File: src/rtl/nnrv_pkg.sv
// Shared constants and helpers for the nnrv memory-access stage.
// Memory-op encoding, FSM state type and byte-strobe patterns.
package nnrv_pkg;

    localparam logic [3:0] MEM_OP_NONE = 4'd0;
    localparam logic [3:0] MEM_OP_LB   = 4'd1;
    localparam logic [3:0] MEM_OP_LH   = 4'd2;
    localparam logic [3:0] MEM_OP_LW   = 4'd3;
    localparam logic [3:0] MEM_OP_LBU  = 4'd4;
    localparam logic [3:0] MEM_OP_LHU  = 4'd5;
    localparam logic [3:0] MEM_OP_SB   = 4'd6;
    localparam logic [3:0] MEM_OP_SH   = 4'd7;
    localparam logic [3:0] MEM_OP_SW   = 4'd8;

    localparam logic [3:0] WSTRB_NONE    = 4'b0000;
    localparam logic [3:0] WSTRB_BYTE0   = 4'b0001;
    localparam logic [3:0] WSTRB_LO_HALF = 4'b0011;
    localparam logic [3:0] WSTRB_HI_HALF = 4'b1100;
    localparam logic [3:0] WSTRB_ALL     = 4'b1111;

    typedef enum logic {
        ST_IDLE = 1'b0,
        ST_BUSY = 1'b1
    } state_e;

    function automatic logic is_load(input logic [3:0] op);
        return (op == MEM_OP_LB) || (op == MEM_OP_LH) || (op == MEM_OP_LW) ||
               (op == MEM_OP_LBU) || (op == MEM_OP_LHU);
    endfunction

    function automatic logic is_store(input logic [3:0] op);
        return (op == MEM_OP_SB) || (op == MEM_OP_SH) || (op == MEM_OP_SW);
    endfunction

    function automatic logic is_misaligned(input logic [3:0] op, input logic [1:0] lo);
        logic half;
        logic word;
        half = (op == MEM_OP_LH) || (op == MEM_OP_LHU) || (op == MEM_OP_SH);
        word = (op == MEM_OP_LW) || (op == MEM_OP_SW);
        return (half && lo[0]) || (word && (lo != 2'b00));
    endfunction

endpackage

File: src/rtl/nnrv_load_align.sv
// Extracts the addressed byte/half/word from a bus read word and extends it
// to XLEN according to the load flavour.
module nnrv_load_align
    import nnrv_pkg::*;
#(
    parameter int unsigned XLEN = 32
) (
    input  logic [XLEN-1:0] i_rdata,
    input  logic [1:0]      i_addr_lo,
    input  logic [3:0]      i_op,
    output logic [XLEN-1:0] o_data
);

    logic [7:0]  w_byte;
    logic [15:0] w_half;

    always_comb begin
        w_byte = i_rdata[{i_addr_lo, 3'b000} +: 8];
        w_half = i_addr_lo[1] ? i_rdata[31:16] : i_rdata[15:0];
        case (i_op)
            MEM_OP_LB:  o_data = {{(XLEN-8){w_byte[7]}}, w_byte};
            MEM_OP_LBU: o_data = {{(XLEN-8){1'b0}}, w_byte};
            MEM_OP_LH:  o_data = {{(XLEN-16){w_half[15]}}, w_half};
            MEM_OP_LHU: o_data = {{(XLEN-16){1'b0}}, w_half};
            default:    o_data = i_rdata;
        endcase
    end

endmodule

File: src/rtl/nnrv_mem.sv
// Memory-access stage: passes ALU results through, runs byte/half/word loads
// and stores over a req/ack bus, and reports misalignment or bus timeout.
module nnrv_mem
    import nnrv_pkg::*;
#(
    parameter int unsigned XLEN           = 32,
    parameter int unsigned TIMEOUT_CYCLES = 16
) (
    input  logic            i_clk,
    input  logic            i_rst,
    input  logic            i_exec_rd_en,
    input  logic [4:0]      i_exec_rd,
    input  logic [XLEN-1:0] i_exec_rd_reg,
    input  logic [3:0]      i_exec_mem_op,
    input  logic [XLEN-1:0] i_exec_store_data,
    output logic            o_exec_stall,
    output logic            o_dmem_req,
    output logic            o_dmem_we,
    output logic [XLEN-1:0] o_dmem_addr,
    output logic [XLEN-1:0] o_dmem_wdata,
    output logic [3:0]      o_dmem_wstrb,
    input  logic            i_dmem_ack,
    input  logic [XLEN-1:0] i_dmem_rdata,
    output logic            o_wb_rd_en,
    output logic [4:0]      o_wb_rd,
    output logic [XLEN-1:0] o_wb_rd_data,
    output logic            o_mem_fault,
    output logic [XLEN-1:0] o_fault_addr
);

    localparam int unsigned CNT_W = (TIMEOUT_CYCLES > 2) ? $clog2(TIMEOUT_CYCLES) : 1;
    localparam logic [CNT_W-1:0] CNT_LAST = CNT_W'(TIMEOUT_CYCLES - 1);

    state_e            r_state, w_state_nxt;
    logic [CNT_W-1:0]  r_cnt, w_cnt_nxt;
    logic              r_req, w_req_nxt;
    logic              r_we, w_we_nxt;
    logic [XLEN-1:0]   r_addr_bus, w_addr_bus_nxt;
    logic [XLEN-1:0]   r_wdata, w_wdata_nxt;
    logic [3:0]        r_wstrb, w_wstrb_nxt;
    logic              r_wb_en, w_wb_en_nxt;
    logic [4:0]        r_wb_rd, w_wb_rd_nxt;
    logic [XLEN-1:0]   r_wb_data, w_wb_data_nxt;
    logic              r_fault, w_fault_nxt;
    logic [XLEN-1:0]   r_fault_addr, w_fault_addr_nxt;
    logic              r_lat_rd_en, w_lat_rd_en_nxt;
    logic [4:0]        r_lat_rd, w_lat_rd_nxt;
    logic [3:0]        r_lat_op, w_lat_op_nxt;
    logic [XLEN-1:0]   r_lat_addr, w_lat_addr_nxt;

    logic              w_is_mem;
    logic [XLEN-1:0]   w_lane_data;
    logic [3:0]        w_lane_strb;
    logic [XLEN-1:0]   w_load_data;

    nnrv_load_align #(
        .XLEN (XLEN)
    ) u_load_align (
        .i_rdata   (i_dmem_rdata),
        .i_addr_lo (r_lat_addr[1:0]),
        .i_op      (r_lat_op),
        .o_data    (w_load_data)
    );

    // Store lane replication and strobes; loads never assert strobes.
    always_comb begin
        w_is_mem    = is_load(i_exec_mem_op) || is_store(i_exec_mem_op);
        w_lane_data = i_exec_store_data;
        w_lane_strb = WSTRB_NONE;
        case (i_exec_mem_op)
            MEM_OP_SB: begin
                w_lane_data = {(XLEN/8){i_exec_store_data[7:0]}};
                w_lane_strb = WSTRB_BYTE0 << i_exec_rd_reg[1:0];
            end
            MEM_OP_SH: begin
                w_lane_data = {(XLEN/16){i_exec_store_data[15:0]}};
                w_lane_strb = i_exec_rd_reg[1] ? WSTRB_HI_HALF : WSTRB_LO_HALF;
            end
            MEM_OP_SW: w_lane_strb = WSTRB_ALL;
            default: ;
        endcase
    end

    always_comb begin
        w_state_nxt      = r_state;
        w_cnt_nxt        = r_cnt;
        w_req_nxt        = r_req;
        w_we_nxt         = r_we;
        w_addr_bus_nxt   = r_addr_bus;
        w_wdata_nxt      = r_wdata;
        w_wstrb_nxt      = r_wstrb;
        w_wb_en_nxt      = 1'b0;
        w_wb_rd_nxt      = r_wb_rd;
        w_wb_data_nxt    = r_wb_data;
        w_fault_nxt      = 1'b0;
        w_fault_addr_nxt = r_fault_addr;
        w_lat_rd_en_nxt  = r_lat_rd_en;
        w_lat_rd_nxt     = r_lat_rd;
        w_lat_op_nxt     = r_lat_op;
        w_lat_addr_nxt   = r_lat_addr;

        case (r_state)
            ST_IDLE: begin
                if (w_is_mem) begin
                    if (is_misaligned(i_exec_mem_op, i_exec_rd_reg[1:0])) begin
                        w_fault_nxt      = 1'b1;
                        w_fault_addr_nxt = i_exec_rd_reg;
                    end else begin
                        w_lat_rd_en_nxt = i_exec_rd_en;
                        w_lat_rd_nxt    = i_exec_rd;
                        w_lat_op_nxt    = i_exec_mem_op;
                        w_lat_addr_nxt  = i_exec_rd_reg;
                        w_req_nxt       = 1'b1;
                        w_we_nxt        = is_store(i_exec_mem_op);
                        w_addr_bus_nxt  = {i_exec_rd_reg[XLEN-1:2], 2'b00};
                        w_wdata_nxt     = w_lane_data;
                        w_wstrb_nxt     = w_lane_strb;
                        w_cnt_nxt       = '0;
                        w_state_nxt     = ST_BUSY;
                    end
                end else if (i_exec_rd_en && (i_exec_rd != 5'd0)) begin
                    w_wb_en_nxt   = 1'b1;
                    w_wb_rd_nxt   = i_exec_rd;
                    w_wb_data_nxt = i_exec_rd_reg;
                end
            end
            ST_BUSY: begin
                // Ack takes priority over a timeout landing on the same cycle.
                if (i_dmem_ack) begin
                    w_req_nxt   = 1'b0;
                    w_state_nxt = ST_IDLE;
                    if (is_load(r_lat_op) && r_lat_rd_en && (r_lat_rd != 5'd0)) begin
                        w_wb_en_nxt   = 1'b1;
                        w_wb_rd_nxt   = r_lat_rd;
                        w_wb_data_nxt = w_load_data;
                    end
                end else if (r_cnt == CNT_LAST) begin
                    w_req_nxt        = 1'b0;
                    w_fault_nxt      = 1'b1;
                    w_fault_addr_nxt = r_lat_addr;
                    w_state_nxt      = ST_IDLE;
                end else begin
                    w_cnt_nxt = r_cnt + 1'b1;
                end
            end
            default: w_state_nxt = ST_IDLE;
        endcase
    end

    always_ff @(posedge i_clk) begin
        if (i_rst) begin
            r_state      <= ST_IDLE;
            r_cnt        <= '0;
            r_req        <= 1'b0;
            r_we         <= 1'b0;
            r_addr_bus   <= '0;
            r_wdata      <= '0;
            r_wstrb      <= '0;
            r_wb_en      <= 1'b0;
            r_wb_rd      <= '0;
            r_wb_data    <= '0;
            r_fault      <= 1'b0;
            r_fault_addr <= '0;
            r_lat_rd_en  <= 1'b0;
            r_lat_rd     <= '0;
            r_lat_op     <= MEM_OP_NONE;
            r_lat_addr   <= '0;
        end else begin
            r_state      <= w_state_nxt;
            r_cnt        <= w_cnt_nxt;
            r_req        <= w_req_nxt;
            r_we         <= w_we_nxt;
            r_addr_bus   <= w_addr_bus_nxt;
            r_wdata      <= w_wdata_nxt;
            r_wstrb      <= w_wstrb_nxt;
            r_wb_en      <= w_wb_en_nxt;
            r_wb_rd      <= w_wb_rd_nxt;
            r_wb_data    <= w_wb_data_nxt;
            r_fault      <= w_fault_nxt;
            r_fault_addr <= w_fault_addr_nxt;
            r_lat_rd_en  <= w_lat_rd_en_nxt;
            r_lat_rd     <= w_lat_rd_nxt;
            r_lat_op     <= w_lat_op_nxt;
            r_lat_addr   <= w_lat_addr_nxt;
        end
    end

    assign o_exec_stall = (r_state == ST_BUSY);
    assign o_dmem_req   = r_req;
    assign o_dmem_we    = r_we;
    assign o_dmem_addr  = r_addr_bus;
    assign o_dmem_wdata = r_wdata;
    assign o_dmem_wstrb = r_wstrb;
    assign o_wb_rd_en   = r_wb_en;
    assign o_wb_rd      = r_wb_rd;
    assign o_wb_rd_data = r_wb_data;
    assign o_mem_fault  = r_fault;
    assign o_fault_addr = r_fault_addr;

endmodule

File: config.mk
export PLATFORM = sky130hd
export DESIGN_NAME = nnrv_mem
export DESIGN_NICKNAME = d
export VERILOG_FILES = /design/src/rtl/nnrv_pkg.sv /design/src/rtl/nnrv_load_align.sv /design/src/rtl/nnrv_mem.sv
export SDC_FILE = /design/constraint.sdc
export NUM_CORES = 1
export LEC_CHECK = 0
export CAP_MARGIN = 10
export CORE_MARGIN = 2
export CORE_UTILIZATION = 44
export DETAILED_ROUTE_END_ITERATION = 10
export GPL_TIMING_DRIVEN = 0
export MAX_ROUTING_LAYER = met4
export PLACE_DENSITY = 0.79
export SYNTH_ARGS = -nofsm -noshare
export SYNTH_HDL_FRONTEND = slang
export SYNTH_HIERARCHICAL = 1
export SYNTH_SLANG_ARGS = --single-unit
export TNS_END_PERCENT = 50
File: constraint.sdc
create_clock -name i_clk -period 2.2 [get_ports i_clk]
set_input_delay 0.44 -clock i_clk [delete_from_list [all_inputs] [get_ports i_clk]]
set_output_delay 0.44 -clock i_clk [all_outputs]
set_load 0.005 [all_outputs]
### Metal 4

Cells faint in the background.
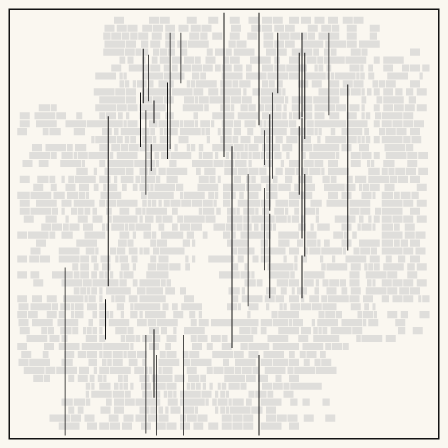
- nets with wire on the layer: 27
- longest straight run: 68.7 um
- main direction: vertical
- wire length on this layer: 1070 um
via count: 8614
final WL: 30.4 mm

### Layout detail

Region (97, 24) to (122, 49) um. Cells in gray, sequential cells in the stronger gray; small squares are vias.
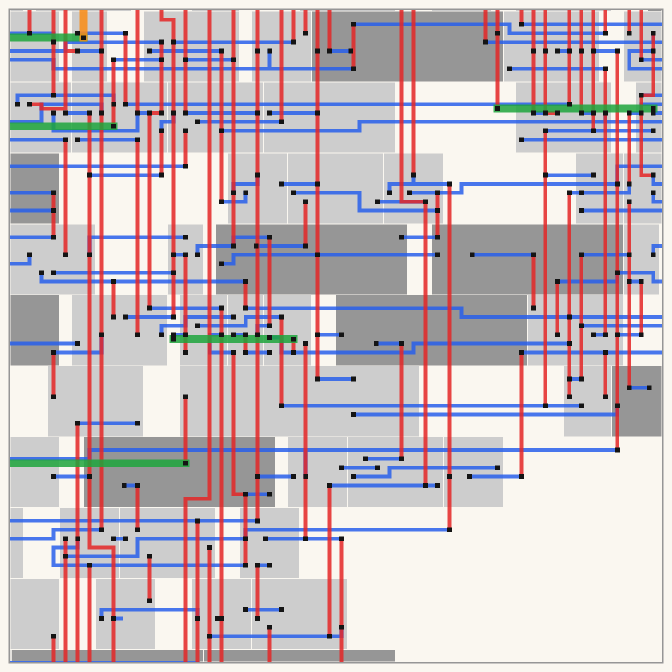
- red: M2
- green: M3
- orange: M4
- blue: M1
- cells with their middle in the window: 41
- sequential cells in the window: 5
- most frequent: nand2b_1 (9), mux2i_1 (7)
- netlist names of flops here include: r_lat_addr (4), o_fault_addr (1)

==> flow_metrics.tcl <==
# flow metrics
set metrics [dict create \
    status "completed" \
    drtAntennaViolNets 0 \
    crit_fanout 9 \
    reg2reg_to "o_wb_rd_data[4]" \
    drt_first_iter_violations 627 \
    setup_violations 0 \
    r2r-start "r_lat_op[0]" \
    startpoint "r_lat_op[0]" \
    yosys_warnings 6 \
    fin_crit_ns 2.18 \
    top_cell_area_share 0.350 \
    min-delay-start "i_exec_rd[1]" \
    insertion_delay_ns 0.43 \
    reg2reg_setup_slack_ns 0.02 \
    min_path_cells 3 \
    clk_pin_slew_ns 0.06 \
    dpl_cell_area_um2 11700 \
    grt_use_total 0.284 \
    rows 52 \
    dieArea_um2 21400 \
    slew_violations 0 \
    syn_to_final_growth_pct 40.7 \
    via_per_inst 5.58 \
    power.total_w 0.00832 \
    coreArea_um2 20000 \
    port_buffers 245 \
    placed_cells 1502 \
    syn_avg_cell_area_um2 9.04 \
    gp_congestion 0.950 \
    numClockSinks 156 \
    final_layout_top_logic_cells "clkdlybuf4s50_1 (236), dfxtp_1 (151), nand2b_1 (112), mux2i_1 (109), nor2_1 (89)" \
    min_path_type "input port to flip-flop" \
    rsz0062_at_grt "true" \
    ys_seq_share 0.350 \
    wl_per_cell_um 19.7 \
    die_y_um 146 \
    grt_max_degree 17 \
    post-route-cell-area_um2 12500 \
    synthTopCellsByArea "dfxtp_1 (35%), mux2i_1 (12%), nand2b_1 (7.9%)" \
]
[worst max-delay path: stages, from the launching register on]
cell,delay [ns]
dfxtp_4,0.39
o21a_1,0.22
or3_4,0.41
buf_8,0.15
a221o_1,0.39
mux2i_1,0.16
nor2_1,0.07
mux2_4,0.28
[final cells by class]
cell class	instances	area, um^2	area share
Clock inverter	12	139	0.0111
Antenna cell	2	5.00	0.000399
Timing Repair Buffer	257	2550	0.203
Clock buffer	20	457	0.0364
Inverter	8	30.0	0.00239
Sequential cell	156	3140	0.250
Tap cell	270	338	0.0269
Multi-Input combinational cell	698	5200	0.415
Buffer	121	683	0.0545
[where the power goes]
group	internal, W	switching, W	total [W]
Sequential	0.00304	0.000159	0.00320
Clock	0.00174	0.00128	0.00302
Combinational	0.00116	0.000941	0.00210
Total	0.00594	0.00238	0.00832
[per-layer routing]
metal,vias up,share of wire,track usage
li1,4022,-,-
met1,4109,0.42,0.355
met2,402,0.47,0.448
met3,81,0.078,0.0613
met4,0,0.035,0.113
met5,-,0,-
[cells by family after synthesis]
| logic type | count (synthesis) | synth area share |
|---|---|---|
| and+or+nand+nor | 361 | 0.218 |
| other | 1 | 0.000421 |
| adders and majority gates | 1 | 0.00140 |
| xor gates and xnor gates | 3 | 0.00295 |
| buffers and inverters | 133 | 0.0775 |
| DFF | 156 | 0.350 |
| muxes | 170 | 0.201 |
| AOI/OAI and AO/OA | 161 | 0.149 |
[registers in the layout, summed over array words and instances, names as in the netlist, 4 cells and up]
register      flops
o_wb_rd_data     32
r_cnt             4
o_dmem_wstrb      4
o_dmem_wdata     32
r_lat_addr       32
o_fault_addr     32
r_lat_op          4
o_wb_rd           5
r_lat_rd          5
[timing repair]
item                       4_1_cts  5_1_grt
pin swaps                        5        6
gates resized                   32       34
cloned                           0        1
buffers inserted                 6        5
setup endpoints to repair      156       72
Power is estimated from default activity; no workload was simulated.
